### Wires at chosen ports, followed through buffers

Scale: 10 px per um.
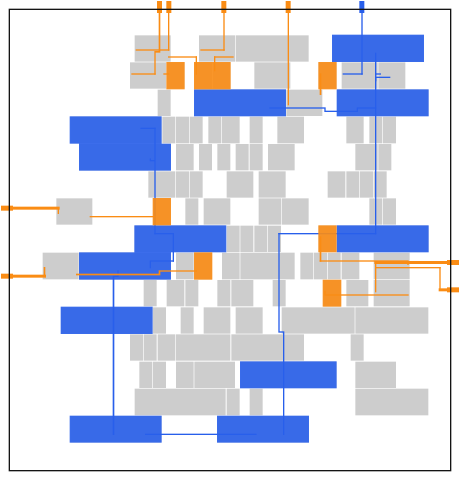
### Routing congestion

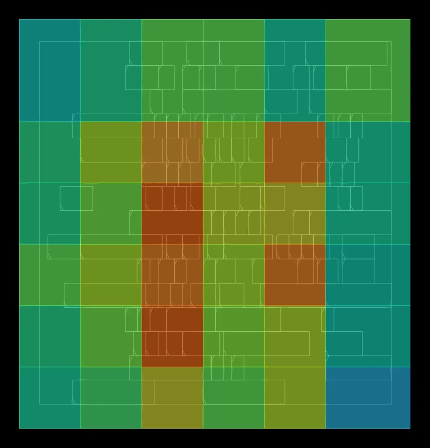
### Selected gate families

Scale: 8 px per um.
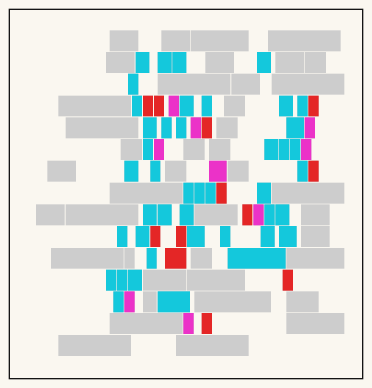
### src/rtl/serial_word_tx.sv
// Serial word transmitter: valid/ready word in, MSB-first bitstream out with frame enable and done pulse.
// Define SERIAL_WORD_TX_PARITY_EN to append an even-parity bit to every frame.
module serial_word_tx #(
   parameter int WIDTH = 8
) (
   input  logic             ck,
   input  logic             rst,
   input  logic             load,
   input  logic [WIDTH-1:0] din,
   output logic             ready,
   output logic             dout,
   output logic             dout_en,
   output logic             done
);

   localparam int CW = $clog2(WIDTH);

`ifdef SERIAL_WORD_TX_PARITY_EN
   typedef enum logic [1:0] {S_IDLE, S_SHIFT, S_PAR} state_t;
   logic r_par;
`else
   typedef enum logic [0:0] {S_IDLE, S_SHIFT} state_t;
`endif

   state_t           r_state;
   state_t           w_next_state;
   logic [WIDTH-1:0] r_shreg;
   logic [CW-1:0]    r_cnt;
   logic             w_last_data;
   logic             w_xfer;

   assign w_last_data = (r_state == S_SHIFT) && (r_cnt == CW'(WIDTH - 1));
   assign w_xfer      = load & ready;

   // NOTE: sequential state uses non-blocking assignments only; combinational blocks use blocking.
   always_ff @(posedge ck or negedge rst) begin
      if (!rst) begin
         r_state <= S_IDLE;
      end else begin
         r_state <= w_next_state;
      end
   end

   always_comb begin
      w_next_state = r_state;
      unique case (r_state)
         S_IDLE: begin
            if (w_xfer) w_next_state = S_SHIFT;
         end
         S_SHIFT: begin
            if (w_last_data) begin
`ifdef SERIAL_WORD_TX_PARITY_EN
               w_next_state = S_PAR;
`else
               w_next_state = w_xfer ? S_SHIFT : S_IDLE;
`endif
            end
         end
`ifdef SERIAL_WORD_TX_PARITY_EN
         S_PAR: begin
            w_next_state = w_xfer ? S_SHIFT : S_IDLE;
         end
`endif
         default: w_next_state = S_IDLE;
      endcase
   end

   // NOTE: every output gets a default first so no latch is inferred.
   always_comb begin
      ready   = 1'b0;
      dout    = 1'b0;
      dout_en = 1'b0;
      done    = 1'b0;
      unique case (r_state)
         S_IDLE: begin
            ready = 1'b1;
         end
         S_SHIFT: begin
            dout    = r_shreg[WIDTH-1];
            dout_en = 1'b1;
`ifndef SERIAL_WORD_TX_PARITY_EN
            ready   = w_last_data;
            done    = w_last_data;
`endif
         end
`ifdef SERIAL_WORD_TX_PARITY_EN
         S_PAR: begin
            dout    = r_par;
            dout_en = 1'b1;
            ready   = 1'b1;
            done    = 1'b1;
         end
`endif
         default: begin
            ready = 1'b0;
         end
      endcase
   end

   // Counter holds at WIDTH-1 on the last data bit so it never wraps inside a frame.
   always_ff @(posedge ck or negedge rst) begin
      if (!rst) begin
         r_shreg <= '0;
         r_cnt   <= '0;
      end else if (w_xfer) begin
         r_shreg <= din;
         r_cnt   <= '0;
      end else if (r_state == S_SHIFT) begin
         r_shreg <= {r_shreg[WIDTH-2:0], 1'b0};
         if (!w_last_data) r_cnt <= r_cnt + CW'(1);
      end
   end

`ifdef SERIAL_WORD_TX_PARITY_EN
   always_ff @(posedge ck or negedge rst) begin
      if (!rst) begin
         r_par <= 1'b0;
      end else if (w_xfer) begin
         r_par <= ^din;
      end
   end
`endif

endmodule

### config.mk
export PLATFORM = sky130hd
export DESIGN_NAME = serial_word_tx
export DESIGN_NICKNAME = d
export VERILOG_FILES = /design/src/rtl/serial_word_tx.sv
export SDC_FILE = /design/constraint.sdc
export NUM_CORES = 1
export LEC_CHECK = 0
export ABC_AREA = 1
export CORE_AREA = 2 2 42 44
export DETAILED_ROUTE_END_ITERATION = 16
export DIE_AREA = 0 0 44 46
export PLACE_DENSITY = 0.69
export SYNTH_ARGS = -nofsm -noshare
export SYNTH_HDL_FRONTEND = slang
export SYNTH_SLANG_ARGS = --single-unit
### constraint.sdc
create_clock -name ck -period 1.6 [get_ports ck]
set_clock_uncertainty 0.15 [all_clocks]
set_input_delay 0.48 -clock ck [delete_from_list [all_inputs] [get_ports ck]]
set_output_delay 0.48 -clock ck [all_outputs]
set_load 0.05 [all_outputs]
==> notes.md <==
On the backend side, the flow ran end to end.

The number of setup buffers added after CTS is 2. Of all flip-flops after synthesis, the portion carrying an async set or reset was 100%. In the final layout, flip-flops and latches occupy 302 um2. The post-route met1 wirelength stands at 583 um. The via-per-instance ratio stands at 4.56.

The deepest level of the CTS H-tree stands at 1. Summing the areas of all and, or, nand and nor instances in the mapped netlist gives 35.6% of the synthesized area. The number of maximum-capacitance violations recorded for the run is 0. The register with the most flip-flops in the layout has 8 of them.

The post-synthesis area per instance stands at between 7 and 8 um2. The power in sequential cells stands at 0.507 mW. The standard cell core area stands at about 0.0016 mm2. The vertical die size stands at approximately 46 um. Of the total power, combinational logic draws 54.8%.

Checking max transition, the worst relative margin is 79.1%. The synthesized flop and latch total stands at 12. The number of buffers inserted during clock tree synthesis stands at 3. The cell family contributing the most delay on the critical path is flip-flops. The fraction of the core area covered by cells at the end of the flow stands at between 50% and 60%. Detailed-route iteration 0 reported a violation count of 14. The leakage power summed over all cells stands at between 0.4 and 0.5 nW. The number of antenna diodes stands at 0. The flop share of the area stands at between 30% and 40%. The chip width stands at between 40 and 50 um. The total DRC errors in the routed layout stands at 0. Looking at the worst setup and hold paths, the clock pins of their registers show a slew of 0.08 ns. The dominant power group in this design is combinational logic.

The synthesis report lists the most area-consuming cells as sky130_fd_sc_hd__dfrtp_1 (49%), sky130_fd_sc_hd__nand2_1 (16%), sky130_fd_sc_hd__nand3_1 (14%). The area growth from synthesis to layout stands at 53.8%. The worst reg2reg path depth stands at 8. Per the area breakdown, the dominant cell category is flip-flops and latches. The commonest register cell is sky130_fd_sc_hd__dfrtp_1. The initial standard-cell utilization of the core stands at 38.1%. The net count after synthesis stands at 95.

The count of flip-flops with a built-in enable after synthesis stands at 0. The first-pass iteration count of the detailed router stands at 4. The final setup violation count stands at 4. The switching power share of the total stands at 41.0%. The transition time recorded at the tightest slew-check pin is between 0.3 and 0.4 ns. The checks that failed: setup timing. For the worst setup path, the data required time is 0.97 ns.

Entering global routing, the biggest net connects 13 pins. The final standard cell count with taps included and fillers excluded stands at 122. OpenSTA lists the critical path startpoint as r_cnt[0]. The floorplan has 15 rows. The number of antenna violations at the first check in global routing was 0. For reference, the top cells by count after synthesis are sky130_fd_sc_hd__nand2_1 (26), sky130_fd_sc_hd__nand3_1 (17), sky130_fd_sc_hd__dfrtp_1 (12), sky130_fd_sc_hd__inv_1 (12), sky130_fd_sc_hd__nor2_1 (8). The yosys stat chip area stands at 614 um2. The worst setup path is launched from a flip-flop. TritonRoute output was used to compute an average wire per cell of between 10 and 15 um. The least setup slack across all paths after layout stands at -0.386 ns. CTS placed an instance of sky130_fd_sc_hd__clkbuf_4 at the clock tree root. The total chip power stands at 1.55 mW. Per the detail_route report, the via count comes to around 560.

Hold analysis lists the worst path endpoint as r_shreg[0]. Summed over all instances, the cell type with the most area after synthesis is sky130_fd_sc_hd__dfrtp_1. The fraction of synthesized cell area in xor and xnor cells stands at 0%.

The area share of fa/ha/maj cells after synthesis stands at 4.07%. The final weighted congestion recorded by global placement is 0.729. Per the final report, the share of cell area in non-clock buffers is 26.6%.

The summed negative setup slack over all endpoints stands at -0.837 ns. Ranking logic cells in the layout by count gives the top entries sky130_fd_sc_hd__nand2_1 (21), sky130_fd_sc_hd__nand3_1 (17), sky130_fd_sc_hd__dfrtp_1 (11), sky130_fd_sc_hd__inv_1 (10), sky130_fd_sc_hd__clkdlybuf4s50_1 (10). TritonCTS built the clock tree. Checking hold timing, the worst path is listed with class reg -> reg.

The routed length on met3 stands at ~32 um. The flow ran to the end, but the final reports show violations. The count of pins over their slew limit stands at 0. The number of distinct library cell variants in the gate-level netlist after synthesis stands at 10. OpenROAD reports that the post-layout worst path occupies 124% of the period. For reference, the final report shows the hold violation count at 0.

The synthesized netlist cell count stands at 82. The detailed placement HPWL stands at ~1 mm.
Back to the opening pictures, 'Wires at chosen ports, followed through buffers':
Key: rst = blue [bits 1, direction input, edge top, end cells 12, buffers 2, wire 118 um]; din = orange [bits 8, direction input, edge 4 top, 2 left, 2 right, end cells 8, buffers 8, wire 108 um]
total of buffers placed on input and output ports: 14
num ports: 15

Back to the opening pictures, 'Routing congestion':
GRT busiest layer: met2
met3 Track Usage GR: 3.57%
global routing met1 resource utilization: 18.8%
global-route usage over all layers: 15.2%

Back to the opening pictures, 'Selected gate families':
Key: NAND gates = cyan [cells 43, most used nand2_1]; NOR gates = magenta [cells 9, most used nor2_1]; inverters = red [cells 12, most used inv_1]

Power figures rest on the tool's default switching activity, not on a simulated workload.
